<file path="src/rtl/ram_fifo_pkg.sv">
// Shared widths for the RAM-backed byte FIFO; these must match block_RAM.
package ram_fifo_pkg;
  localparam int FIFO_DATA_W = 8;
  localparam int FIFO_ADDR_W = 4;
  localparam int FIFO_PTR_W  = FIFO_ADDR_W + 1;
  localparam int FIFO_DEPTH  = 1 << FIFO_ADDR_W;
endpackage

</file>
<file path="src/rtl/ram_fifo_block_ram.sv">
// Simple dual-port 16x8 RAM with a registered read port; inferred as block RAM.
module block_RAM
  import ram_fifo_pkg::*;
#(
  parameter string INIT_FILE = ""
) (
  input  logic                   clk,
  input  logic                   w_en,
  input  logic [FIFO_ADDR_W-1:0] w_addr,
  input  logic [FIFO_DATA_W-1:0] w_data,
  input  logic                   r_en,
  input  logic [FIFO_ADDR_W-1:0] r_addr,
  output logic [FIFO_DATA_W-1:0] r_data
);

  logic [FIFO_DATA_W-1:0] mem [FIFO_DEPTH];

  // Preloading is not supported here; a non-empty INIT_FILE is rejected at elaboration.
  if (INIT_FILE != "") begin : g_init_unsupported
    $error("block_RAM: INIT_FILE preload not supported");
  end

  always_ff @(posedge clk) begin
    if (w_en) mem[w_addr] <= w_data;
    if (r_en) r_data <= mem[r_addr];
  end

endmodule

</file>
<file path="src/rtl/ram_fifo.sv">
// 16x8 synchronous FIFO: pointer/occupancy/flag control around one block_RAM.
module ram_fifo
  import ram_fifo_pkg::*;
#(
  parameter int ALMOST_FULL_LVL = 12
) (
  input  logic                   clk,
  input  logic                   rst_n,
  input  logic                   wr_en,
  input  logic [FIFO_DATA_W-1:0] wr_data,
  input  logic                   rd_en,
  output logic [FIFO_DATA_W-1:0] rd_data,
  output logic                   rd_valid,
  output logic                   full,
  output logic                   empty,
  output logic                   almost_full,
  output logic [FIFO_PTR_W-1:0]  count,
  output logic                   overflow,
  output logic                   underflow
);

  logic [FIFO_PTR_W-1:0] wr_ptr;
  logic [FIFO_PTR_W-1:0] rd_ptr;
  logic                  wr_acc;
  logic                  rd_acc;

  assign full        = (count == FIFO_PTR_W'(FIFO_DEPTH));
  assign empty       = (count == '0);
  assign almost_full = (count >= FIFO_PTR_W'(ALMOST_FULL_LVL));

  // Flags come from registered state, so a full/empty FIFO always blocks one side.
  assign wr_acc = wr_en & ~full;
  assign rd_acc = rd_en & ~empty;

  always_ff @(posedge clk) begin
    if (!rst_n) begin
      wr_ptr    <= '0;
      rd_ptr    <= '0;
      count     <= '0;
      overflow  <= 1'b0;
      underflow <= 1'b0;
      rd_valid  <= 1'b0;
    end else begin
      if (wr_acc) wr_ptr <= wr_ptr + 1'b1;
      if (rd_acc) rd_ptr <= rd_ptr + 1'b1;
      count    <= count + FIFO_PTR_W'(wr_acc) - FIFO_PTR_W'(rd_acc);
      rd_valid <= rd_acc;
      if (wr_en && full)  overflow  <= 1'b1;
      if (rd_en && empty) underflow <= 1'b1;
    end
  end

  block_RAM #(
    .INIT_FILE("")
  ) u_ram (
    .clk    (clk),
    .w_en   (wr_acc & rst_n),
    .w_addr (wr_ptr[FIFO_ADDR_W-1:0]),
    .w_data (wr_data),
    .r_en   (rd_acc & rst_n),
    .r_addr (rd_ptr[FIFO_ADDR_W-1:0]),
    .r_data (rd_data)
  );

endmodule

</file>
<file path="config.mk">
export PLATFORM = sky130hd
export DESIGN_NAME = ram_fifo
export DESIGN_NICKNAME = d
export VERILOG_FILES = /design/src/rtl/ram_fifo_pkg.sv /design/src/rtl/ram_fifo_block_ram.sv /design/src/rtl/ram_fifo.sv
export SDC_FILE = /design/constraint.sdc
export NUM_CORES = 1
export LEC_CHECK = 0
export ABC_CLOCK_PERIOD_IN_PS = 6200
export CELL_PAD_IN_SITES_DETAIL_PLACEMENT = 0
export CELL_PAD_IN_SITES_GLOBAL_PLACEMENT = 1
export CORE_ASPECT_RATIO = 0.75
export CORE_MARGIN = 3
export CORE_UTILIZATION = 29
export DETAILED_ROUTE_END_ITERATION = 16
export GPL_TIMING_DRIVEN = 0
export PLACE_DENSITY = 0.52
export SLEW_MARGIN = 20
export SYNTH_ARGS = -nofsm -noshare
export SYNTH_HDL_FRONTEND = slang
export SYNTH_SLANG_ARGS = --single-unit
</file>
<file path="constraint.sdc">
create_clock -name clk -period 6.2 [get_ports clk]
set_clock_uncertainty 0.15 [all_clocks]
set_input_delay 0.93 -clock clk [delete_from_list [all_inputs] [get_ports clk]]
set_output_delay 0.93 -clock clk [all_outputs]
set_load 0.01 [all_outputs]
</file>
==> flow_summary.rst <==
Flow metrics
------------

.. list-table::
   :header-rows: 1

   * - Metric
     - Value
   * - Buffer count from post-CTS setup fixing
     - 0
   * - Vertical die dimension
     - around 130 um
   * - Highest clock frequency the design can meet
     - 308 MHz
   * - Core Rows
     - 45
   * - Synthesized area
     - 6070 um^2
   * - Cts repair resizes
     - 0
   * - Yosys cell count
     - 326
   * - Combinational gate area
     - 1540 um^2
   * - Buffers from clock root to sink, at most
     - 2
   * - Number of logic stages on the critical path including buffering
     - 5
   * - Worst-case register-to-register setup slack
     - 3.14 ns
   * - Tightest hold margin
     - roughly 0.32 ns
   * - Number of nets still failing antenna checks after routing
     - 0
   * - RSZ-0062 raised after global routing
     - false
   * - Combinational Gates
     - between 100 and 150
   * - Portion of total power attributed to the clock network
     - 37.0%
   * - Seq area share
     - 59.6%
   * - Launch instance of the worst min-delay path
     - underflow
   * - Area share of fa/ha/maj cells after synthesis
     - 2.80%
   * - Worst path most repeated cell
     - inv_1
   * - Outcome
     - completed
   * - N_diodes
     - 0
   * - Worst skew pair latency
     - 0.42 ns
   * - Family of cells with the greatest summed delay on the critical path
     - buffers and inverters
   * - Sum of met3 wire segment lengths after detailed routing
     - 729 um
   * - Sequential cell count of the final layout
     - 152
   * - Register containing the most flip-flops in the final layout
     - u_ram.mem
   * - Flip-flops with a built-in enable
     - 136
   * - Tightest Hold Check Type
     - reg2reg
   * - Sequential share of power
     - 41.2%
   * - H-tree level count
     - 4
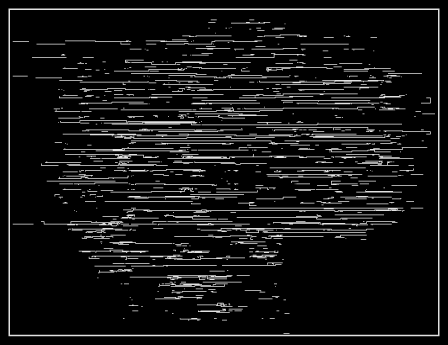
Figure 1: the metal 1 layer.
The wires run mostly horizontal. The layer carries 6,250 um of wire.
final wirelength: 12,900 um
met1 layer usage reported by global route: 16.9%
Vias: 3,004

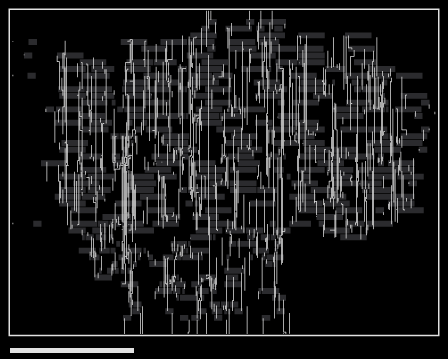
Figure 2: met2 routing.
The bar under the picture is 50 um long.
343 nets have wire on it. The longest straight run is 72.8 um.

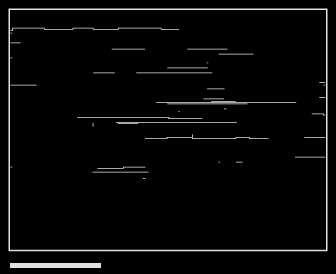
Figure 3: signal wires on met3.
The bar under the picture is 50 um long.
The longest straight run is 76.4 um. 27 nets have wire on it.
met3 demand-to-capacity share in global routing: 4.04%

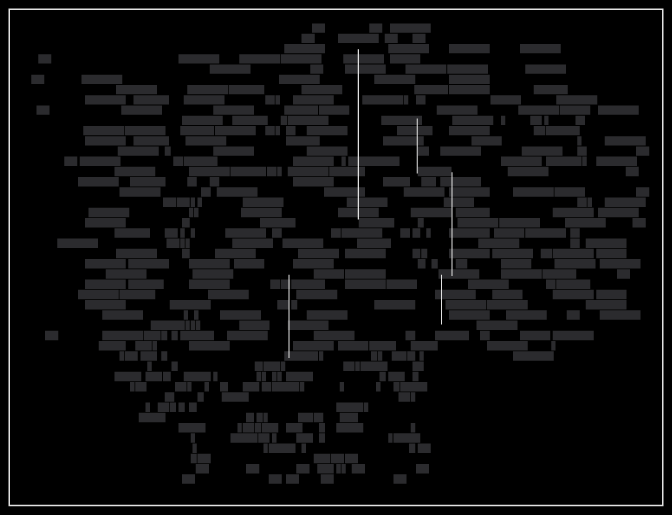
Figure 4: met4 routing.
The longest straight run is 44.9 um. The wires run mostly vertical. 2 nets have wire on it. The layer holds 0.94% of the routed length.

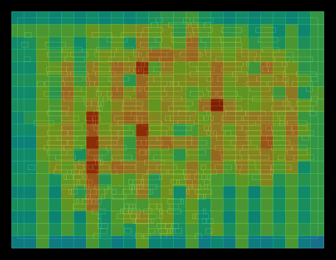
Figure 5: congestion heat map.
final design utilization: 36.3%
Most Crowded Layer GR: met2
per-cell routed wire length: 19.1 um
aggregate global-route resource usage: 11.9%

No activity file was given, so power comes from the tool's default toggle rates.
